### config.mk
export PLATFORM = sky130hd
export DESIGN_NAME = dmem_lsu_flat
export DESIGN_NICKNAME = d
export VERILOG_FILES = /design/src/rtl/dmem_lsu_pkg.sv /design/src/rtl/dmem_lsu_if.sv /design/src/rtl/dmem_lane_align.sv /design/src/rtl/dmem_lsu.sv /design/src/flat_wrapper.sv
export SDC_FILE = /design/constraint.sdc
export NUM_CORES = 1
export LEC_CHECK = 0
export CAP_MARGIN = 25
export CELL_PAD_IN_SITES_DETAIL_PLACEMENT = 2
export CELL_PAD_IN_SITES_GLOBAL_PLACEMENT = 2
export CORE_AREA = 5 5 134 200
export CTS_BUF_LIST = sky130_fd_sc_hd__clkbuf_16
export CTS_CLUSTER_SIZE = 25
export DETAILED_ROUTE_END_ITERATION = 12
export DIE_AREA = 0 0 139 205
export GPL_TIMING_DRIVEN = 0
export PLACE_DENSITY_LB_ADDON = 0.1
export SLEW_MARGIN = 20
export SYNTH_ARGS = -nofsm -noshare
export SYNTH_HDL_FRONTEND = slang
export SYNTH_HIERARCHICAL = 1
export SYNTH_SLANG_ARGS = --single-unit
export TNS_END_PERCENT = 5
### constraint.sdc
create_clock -name clk -period 2.5 [get_ports clk]
set_clock_uncertainty 0.05 [all_clocks]
set_input_delay 0.375 -clock clk [delete_from_list [all_inputs] [get_ports clk]]
set_output_delay 0.375 -clock clk [all_outputs]
set_load 0.01 [all_outputs]
### src/rtl/dmem_lsu_pkg.sv
// Shared definitions for the data-memory load/store unit: size encodings,
// FSM state type, default word-index width and the alignment/size check.
package dmem_lsu_pkg;

    localparam int ADDR_W_DEFAULT = 11;

    localparam logic [1:0] SZ_BYTE    = 2'b00;
    localparam logic [1:0] SZ_HALF    = 2'b01;
    localparam logic [1:0] SZ_WORD    = 2'b10;
    localparam logic [1:0] SZ_ILLEGAL = 2'b11;

    typedef enum logic [1:0] {
        ST_IDLE  = 2'd0,
        ST_READ  = 2'd1,
        ST_WRITE = 2'd2,
        ST_RESP  = 2'd3
    } lsu_state_e;

    // True when the size code is illegal or the low address bits do not
    // match the natural alignment of the access. The range check depends
    // on the memory size, so it is done by the caller.
    function automatic logic size_align_bad(input logic [1:0] size,
                                            input logic [1:0] addr_lo);
        logic bad;
        bad = 1'b0;
        case (size)
            SZ_BYTE: bad = 1'b0;
            SZ_HALF: bad = addr_lo[0];
            SZ_WORD: bad = (addr_lo != 2'b00);
            default: bad = 1'b1;
        endcase
        return bad;
    endfunction

endpackage

### src/rtl/dmem_lsu_if.sv
// Request/response and data-memory signals of the load/store unit.
// The slave modport is the LSU; the master modport is the pipeline plus
// the memory array that sits on the other side.
interface dmem_lsu_if
    import dmem_lsu_pkg::*;
#(
    parameter int ADDR_W = ADDR_W_DEFAULT
);

    logic              req_valid;
    logic              req_ready;
    logic              req_write;
    logic [1:0]        req_size;
    logic              req_signed;
    logic [31:0]       req_addr;
    logic [31:0]       req_wdata;

    logic              resp_valid;
    logic [31:0]       resp_rdata;
    logic              resp_err;

    logic              dmem_we;
    logic [ADDR_W-1:0] dmem_addr;
    logic [31:0]       dmem_wdata;
    logic [31:0]       dmem_rdata;

    modport slave (
        input  req_valid, req_write, req_size, req_signed, req_addr, req_wdata,
        input  dmem_rdata,
        output req_ready, resp_valid, resp_rdata, resp_err,
        output dmem_we, dmem_addr, dmem_wdata
    );

    modport master (
        output req_valid, req_write, req_size, req_signed, req_addr, req_wdata,
        output dmem_rdata,
        input  req_ready, resp_valid, resp_rdata, resp_err,
        input  dmem_we, dmem_addr, dmem_wdata
    );

endinterface

### src/rtl/dmem_lane_align.sv
// Little-endian lane handling: extracts and extends the addressed byte/half
// of a read word for loads, and merges store data into a previously read
// word for sub-word stores. Purely combinational.
module dmem_lane_align
    import dmem_lsu_pkg::*;
(
    input  logic [31:0] i_rdata,
    input  logic [31:0] i_base,
    input  logic [31:0] i_wdata,
    input  logic [1:0]  i_size,
    input  logic [1:0]  i_lane,
    input  logic        i_signed,
    output logic [31:0] o_load,
    output logic [31:0] o_merged
);

    logic [7:0]  w_byte;
    logic [15:0] w_half;

    // Pick the addressed lane of the read word and sign/zero-extend it.
    always_comb begin
        case (i_lane)
            2'd0:    w_byte = i_rdata[7:0];
            2'd1:    w_byte = i_rdata[15:8];
            2'd2:    w_byte = i_rdata[23:16];
            default: w_byte = i_rdata[31:24];
        endcase
        w_half = i_lane[1] ? i_rdata[31:16] : i_rdata[15:0];
        case (i_size)
            SZ_BYTE: o_load = {{24{i_signed & w_byte[7]}}, w_byte};
            SZ_HALF: o_load = {{16{i_signed & w_half[15]}}, w_half};
            SZ_WORD: o_load = i_rdata;
            default: o_load = 32'd0;
        endcase
    end

    // Replace only the addressed lane of the base word with store data.
    always_comb begin
        o_merged = i_base;
        case (i_size)
            SZ_BYTE: begin
                case (i_lane)
                    2'd0:    o_merged[7:0]   = i_wdata[7:0];
                    2'd1:    o_merged[15:8]  = i_wdata[7:0];
                    2'd2:    o_merged[23:16] = i_wdata[7:0];
                    default: o_merged[31:24] = i_wdata[7:0];
                endcase
            end
            SZ_HALF: begin
                if (i_lane[1]) o_merged[31:16] = i_wdata[15:0];
                else           o_merged[15:0]  = i_wdata[15:0];
            end
            SZ_WORD: o_merged = i_wdata;
            default: o_merged = i_base;
        endcase
    end

endmodule

### src/rtl/dmem_lsu.sv
// Data-memory load/store unit. Accepts one request at a time, performs a
// read, a write or a read-modify-write on a single-port word memory, and
// returns a one-cycle response pulse. Bad requests never touch memory.
module dmem_lsu
    import dmem_lsu_pkg::*;
#(
    parameter int ADDR_W = ADDR_W_DEFAULT
)(
    input logic       clk,
    input logic       rst,
    dmem_lsu_if.slave bus
);

    lsu_state_e        r_state;
    lsu_state_e        w_next;

    logic              r_write;
    logic              r_signed;
    logic              r_err;
    logic [1:0]        r_size;
    logic [1:0]        r_lane;
    logic [ADDR_W-1:0] r_index;
    logic [31:0]       r_wdata;
    logic [31:0]       r_base;
    logic [31:0]       r_result;

    logic              w_ready;
    logic              w_accept;
    logic              w_range_err;
    logic              w_err;
    logic [31:0]       w_load;
    logic [31:0]       w_merged;

    assign w_ready     = (r_state == ST_IDLE) && !rst;
    assign w_accept    = bus.req_valid && w_ready;
    assign w_range_err = ((bus.req_addr >> (ADDR_W + 2)) != 32'd0);
    assign w_err       = size_align_bad(bus.req_size, bus.req_addr[1:0]) || w_range_err;

    dmem_lane_align u_align (
        .i_rdata  (bus.dmem_rdata),
        .i_base   (r_base),
        .i_wdata  (r_wdata),
        .i_size   (r_size),
        .i_lane   (r_lane),
        .i_signed (r_signed),
        .o_load   (w_load),
        .o_merged (w_merged)
    );

    // Next-state selection and all outputs; everything is forced low in reset
    // so an in-progress write is dropped in the reset cycle.
    always_comb begin
        w_next          = r_state;
        bus.req_ready   = 1'b0;
        bus.resp_valid  = 1'b0;
        bus.resp_err    = 1'b0;
        bus.resp_rdata  = 32'd0;
        bus.dmem_we     = 1'b0;
        bus.dmem_addr   = '0;
        bus.dmem_wdata  = 32'd0;

        case (r_state)
            ST_IDLE: begin
                if (w_accept) begin
                    if (w_err)
                        w_next = ST_RESP;
                    else if (bus.req_write && (bus.req_size == SZ_WORD))
                        w_next = ST_WRITE;
                    else
                        w_next = ST_READ;
                end
            end
            ST_READ:  w_next = r_write ? ST_WRITE : ST_RESP;
            ST_WRITE: w_next = ST_RESP;
            ST_RESP:  w_next = ST_IDLE;
            default:  w_next = ST_IDLE;
        endcase

        if (!rst) begin
            bus.req_ready  = w_ready;
            bus.resp_valid = (r_state == ST_RESP);
            bus.resp_err   = (r_state == ST_RESP) && r_err;
            bus.resp_rdata = (r_state == ST_RESP) ? r_result : 32'd0;
            bus.dmem_we    = (r_state == ST_WRITE);
            bus.dmem_addr  = r_index;
            bus.dmem_wdata = w_merged;
        end
    end

    // State register, request latch on acceptance, and capture of read data
    // (load result, or the base word for a sub-word store).
    always_ff @(posedge clk) begin
        if (rst) begin
            r_state  <= ST_IDLE;
            r_write  <= 1'b0;
            r_signed <= 1'b0;
            r_err    <= 1'b0;
            r_size   <= 2'b00;
            r_lane   <= 2'b00;
            r_index  <= '0;
            r_wdata  <= 32'd0;
            r_base   <= 32'd0;
            r_result <= 32'd0;
        end else begin
            r_state <= w_next;
            if (w_accept) begin
                r_write  <= bus.req_write;
                r_signed <= bus.req_signed;
                r_err    <= w_err;
                r_size   <= bus.req_size;
                r_lane   <= bus.req_addr[1:0];
                r_index  <= bus.req_addr[ADDR_W+1:2];
                r_wdata  <= bus.req_wdata;
                r_result <= 32'd0;
            end
            if (r_state == ST_READ) begin
                if (r_write) r_base   <= bus.dmem_rdata;
                else         r_result <= w_load;
            end
        end
    end

endmodule

### src/flat_wrapper.sv
// flat-port wrapper written by rule: the top's interface ports become plain ports
module dmem_lsu_flat import dmem_lsu_pkg::*;
#(
    parameter int ADDR_W = ADDR_W_DEFAULT
)
  (clk, rst, bus_req_valid, bus_req_write, bus_req_size, bus_req_signed, bus_req_addr, bus_req_wdata, bus_dmem_rdata, bus_req_ready, bus_resp_valid, bus_resp_rdata, bus_resp_err, bus_dmem_we, bus_dmem_addr, bus_dmem_wdata);
  dmem_lsu_if #(.ADDR_W(ADDR_W)) bus_i ();
  input logic clk;
  input logic rst;
  input wire logic [$bits(bus_i.req_valid)-1:0] bus_req_valid;
  input wire logic [$bits(bus_i.req_write)-1:0] bus_req_write;
  input wire logic [$bits(bus_i.req_size)-1:0] bus_req_size;
  input wire logic [$bits(bus_i.req_signed)-1:0] bus_req_signed;
  input wire logic [$bits(bus_i.req_addr)-1:0] bus_req_addr;
  input wire logic [$bits(bus_i.req_wdata)-1:0] bus_req_wdata;
  input wire logic [$bits(bus_i.dmem_rdata)-1:0] bus_dmem_rdata;
  output wire logic [$bits(bus_i.req_ready)-1:0] bus_req_ready;
  output wire logic [$bits(bus_i.resp_valid)-1:0] bus_resp_valid;
  output wire logic [$bits(bus_i.resp_rdata)-1:0] bus_resp_rdata;
  output wire logic [$bits(bus_i.resp_err)-1:0] bus_resp_err;
  output wire logic [$bits(bus_i.dmem_we)-1:0] bus_dmem_we;
  output wire logic [$bits(bus_i.dmem_addr)-1:0] bus_dmem_addr;
  output wire logic [$bits(bus_i.dmem_wdata)-1:0] bus_dmem_wdata;
  assign bus_i.req_valid = bus_req_valid;
  assign bus_i.req_write = bus_req_write;
  assign bus_i.req_size = bus_req_size;
  assign bus_i.req_signed = bus_req_signed;
  assign bus_i.req_addr = bus_req_addr;
  assign bus_i.req_wdata = bus_req_wdata;
  assign bus_i.dmem_rdata = bus_dmem_rdata;
  assign bus_req_ready = bus_i.req_ready;
  assign bus_resp_valid = bus_i.resp_valid;
  assign bus_resp_rdata = bus_i.resp_rdata;
  assign bus_resp_err = bus_i.resp_err;
  assign bus_dmem_we = bus_i.dmem_we;
  assign bus_dmem_addr = bus_i.dmem_addr;
  assign bus_dmem_wdata = bus_i.dmem_wdata;
  dmem_lsu #(.ADDR_W(ADDR_W)) u_core (.clk(clk), .rst(rst), .bus(bus_i));
endmodule
==> images/final_placement.png <==
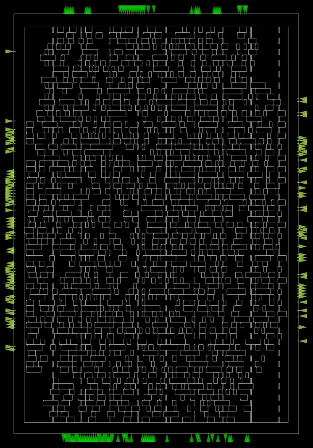
Placeable Area: 24900 µm²
Fillers: 2859
fin util: 39.3%

==> images/gate_families.png <==
Bar = 50 µm.
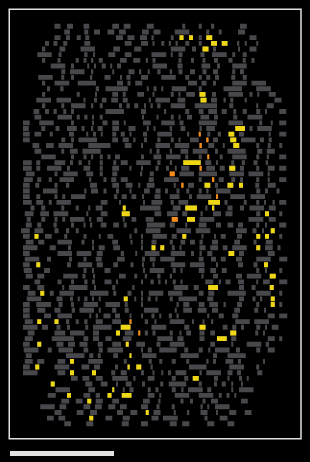
legend:
  NOR gates:
    color: yellow
    cells: 67
    most_used: nor2b_1
    where: spread over the die
  inverters:
    color: orange
    cells: 12
    most_used: inv_1

==> images/metal_stack.png <==
Bar = 50 µm.
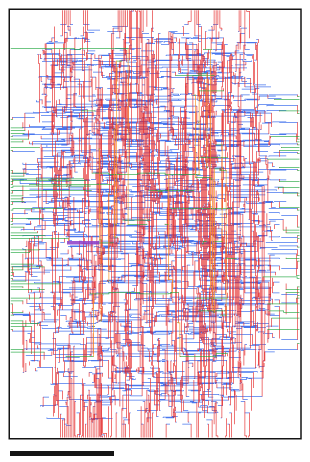
legend:
  met4:
    color: orange
    wire_length: 947 µm
  met2:
    color: red
    wire_length: 16000 µm
  met3:
    color: green
    wire_length: 1200 µm
  met1:
    color: blue
    wire_length: 12300 µm
  met5:
    color: purple
    wire_length: 13.8 µm

==> CHANGELOG.md <==
### Physical design

- Status: complete, but fails checks
- Failing checks: setup timing
- Routed WL: 30500 µm
- Layout net count: 1167
- Worst Path Required: 2.08 ns
- Startpoint Class: flip-flop
- Final ANT Viol Nets: 0
- Cell area after synthesis: 6570 µm²
- OpenROAD warning count: 32
- Slew Limit Fails: 0
- Top cell type by total area after synthesis: dfxtp_1
- DP Area: 8790 µm²
- Vias in the first global route: 7750
- Total power: 7.90 mW
- Cts bufs inserted: 17
- Hold bufs inserted after CTS: 0
- Yosys Chip Area: 6570 µm²
- Overall Global Routing Usage: 21.4%
- DRC Markers: 0
- Setup WS pre-CTS: -0.792 ns
- TritonCTS clock tree: done
- Unrepaired setup endpoints after global routing: yes
- Setup TNS: -0.223 ns
- Synth async-reset ratio: 0%
- CTS max path bufs: 2
- Worst path max stage delay: 0.35 ns
- Count leader, synth: nand2_1
- Cell count after synthesis: 848
- Syn nets: 956
- Post-synth regs: 116
- PD cells: 807 nW/µm²
- Hold WS: 0.409 ns
- Gp weighted congestion: 0.831
- Grt peak-use layer: met2
- CP Class: flip-flop to primary output
- Detailed-route wire length per cell: 21.8 µm
- Gate Area: 4040 µm²
- Drt pass-1 iters: 4
- Max_slew headroom: 41.9%
- Die W: 139 µm
- First-pass GRT wire length: 46900 µm
- Pin count of the biggest net entering global routing: 17
- H-tree Lvls: 4
- Tmin final: 2.56 ns
- Grt met1 use: 24.1%
- Initial antenna violation count: 1
- Final Hold Fails: 0
- Maximum VDD drop: 0.574 mV
- Top cells by count: nand2_1, dfxtp_1, a21oi_1
- Synth top area cells: dfxtp_1, nand2_1, a21oi_1, nand2b_1, nor2b_1
- Synth Seq Share: 35.3%
- Post-synth EDFFs: 0
- I/O Buffers: 181
- Critical path cell sequence: buf_8 > clkinvlp_4 > buf_6 > nor2_4 > buf_6 > a22oi_2 > o211ai_1 > nor2b_2 > buf_2
- Area leader share: 35.3%
- Init Core Util: 26.4%
- Via Count: 6975
- Design area: 9780 µm²
- Cell Type Count: 53
- Die ar.: 28500 µm²
- Worst EP arrival: 2.13 ns
- Worst-Margin Slew: 0.865 ns
- Vias per Instance: 4.98
- CTS sink cnt: 116
- Fmax: 391 MHz
- I/O Pins: 182
- Post-Layout Cell Count: 1400
- Core Rows: 71
- Storage cell area: 2340 µm²
- GRT overflow: 0
- Area Growth Syn to Fin: 48.9%
- Clock-pin slew on the worst setup and hold paths: 0.06 ns
- # diodes: 0
- Crit path max-delay cell type: dfxtp_2
- Met3 usage: 4.86%
- Leak: 3.90 nW
- Insertion Delay late pin: 0.43 ns
- Met2 Track Usage GR: 39.2%
- CP dominant cell by count: buf_6
- Crit-path max FO: 6
- Yosys cell count: 848
- Cell total after placement: 1357
- Yosys warning total: 6
- Critical Path End Type: primary output
- Hold/Removal Path Class: flip-flop to flip-flop
- Post-DP HPWL: 23600 µm
- Die Y: 205 µm
- Setup Viol. Count Final: 11
- Layout cells sized above 1: 18.8%
- Final worst setup slack: -0.0598 ns
- Clock root buffer: clkbuf_16
- Post-Synthesis Mean Instance Area: 7.75 µm²
- Commonest flop: dfxtp_1
- DRT iter0 DRCs: 295
- Max-cap viol count: 0
- Fin crit share: 102%
==> images/met4.png <==
Bar = 50 µm.
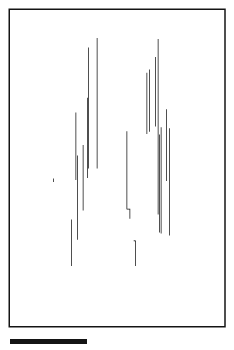
longest straight run: 114 µm
wire length on this layer: 947 µm

==> images/cell_classes.png <==
Bar = 50 µm. Fill, decap, tap and diode cells in gray.
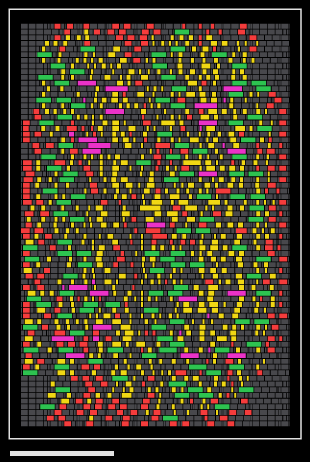
legend:
  flip-flops:
    color: green
    cells: 116
    share_of_their_area: 25%
  other buffers and delay cells:
    color: red
    cells: 266
    share_of_their_area: 25%
  all other logic:
    color: yellow
    cells: 658
    share_of_their_area: 44%
  clock drivers and dummy loads:
    color: magenta
    cells: 32
    share_of_their_area: 6.4%

[worst max-delay path, delay by kind of cell (launching register included)]
family                 cells  cell delay [ns]
buffers and inverters      5             0.73
DFF                        1             0.35
and+or+nand+nor            2             0.35
AOI/OAI and AO/OA          2             0.28
[where the power goes]
group / switching [mW] / internal [mW]
clock: 0.919 / 1.64
combinational: 1.62 / 1.30
sequential: 0.298 / 2.13
total: 2.84 / 5.06
[metal layers]
| metal | vias to the layer above | share of wire, % |
|---|---|---|
| li1 | 3371 | - |
| met1 | 3407 | 40 |
| met5 | - | 0.043 |
| met3 | 41 | 3.9 |
| met4 | 2 | 3.1 |
| met2 | 154 | 53 |
[placed cells by master (no fill, tap or decap), types with 11 or more instances in the layout]
cell type	synthesis	layout
nand2_1	156	156
clkdlybuf4s50_1	0	117
dfxtp_1	116	110
a21oi_1	90	89
nand2b_1	50	49
o21ai_1	39	44
buf_2	23	40
and2_1	34	34
nand3_1	34	34
nor2b_1	48	27
dlygate4sd2_1	0	23
a22oi_1	23	19
clkbuf_1	35	18
clkbuf_16	0	17
buf_6	6	17
nor2b_2	0	17
a22o_1	16	16
buf_4	8	15
mux2i_1	16	15
mux2_2	13	13
o22ai_1	15	13
inv_1	11	12
a211o_1	11	11
[cell families (layout without fill, tap and decap cells)]
group	Yosys count	count (layout)	synth area share [%]
multiplexers	30	30	4.89
AND-OR/OR-AND	262	262	25.5
buffers and inverters	86	310	6.49
adder cells (fa/ha/maj)	5	5	0.952
flip-flops	116	116	35.3
AND/OR/NAND/NOR	349	349	26.8
[flip-flops by register name, summed over array words and instances, names as in the netlist]
| register | flops |
|---|---|
| u_core/r_size | 2 |
| u_core/r_wdata | 32 |
| u_core/r_err | 1 |
| u_core/r_signed | 1 |
| u_core/r_lane | 2 |
| u_core/r_index | 11 |
| u_core/r_result | 32 |
| u_core/r_base | 32 |
| u_core/r_write | 1 |
| u_core/r_state | 2 |
[area by class of cell]
class,instances,area share (%)
Buffer,72,5.33
Clock buffer,17,4.35
Clock inverter,15,1.75
Inverter,12,0.550
Multi-Input combinational cell,646,41.3
Sequential cell,116,23.9
Tap cell,328,4.19
Timing Repair Buffer,194,18.7
[worst paths after layout]
| check | slack, ns | to | depth (start not counted) | start |
|---|---|---|---|---|
| worst max-delay path | -0.06 | bus_dmem_wdata[29] | 9 | u_core/r_lane[1] |
| worst min register to register | 0.41 | u_core/r_base[12] | 2 | u_core/r_base[12] |
| worst min-delay path | 0.41 | u_core/r_base[12] | 2 | u_core/r_base[12] |
| worst max register to register | 0.29 | u_core/r_result[20] | 8 | u_core/r_lane[1] |
[what timing repair did]
| action | in CTS | in global routing |
|---|---|---|
| pin swaps | 10 | 8 |
| gates resized | 226 | 64 |
| buffers inserted | 12 | 1 |
| cloned | 0 | 0 |
| hold endpoints to repair | 0 | 0 |
| setup endpoints to repair | 78 | 42 |
Power and IR drop assume default switching activity.
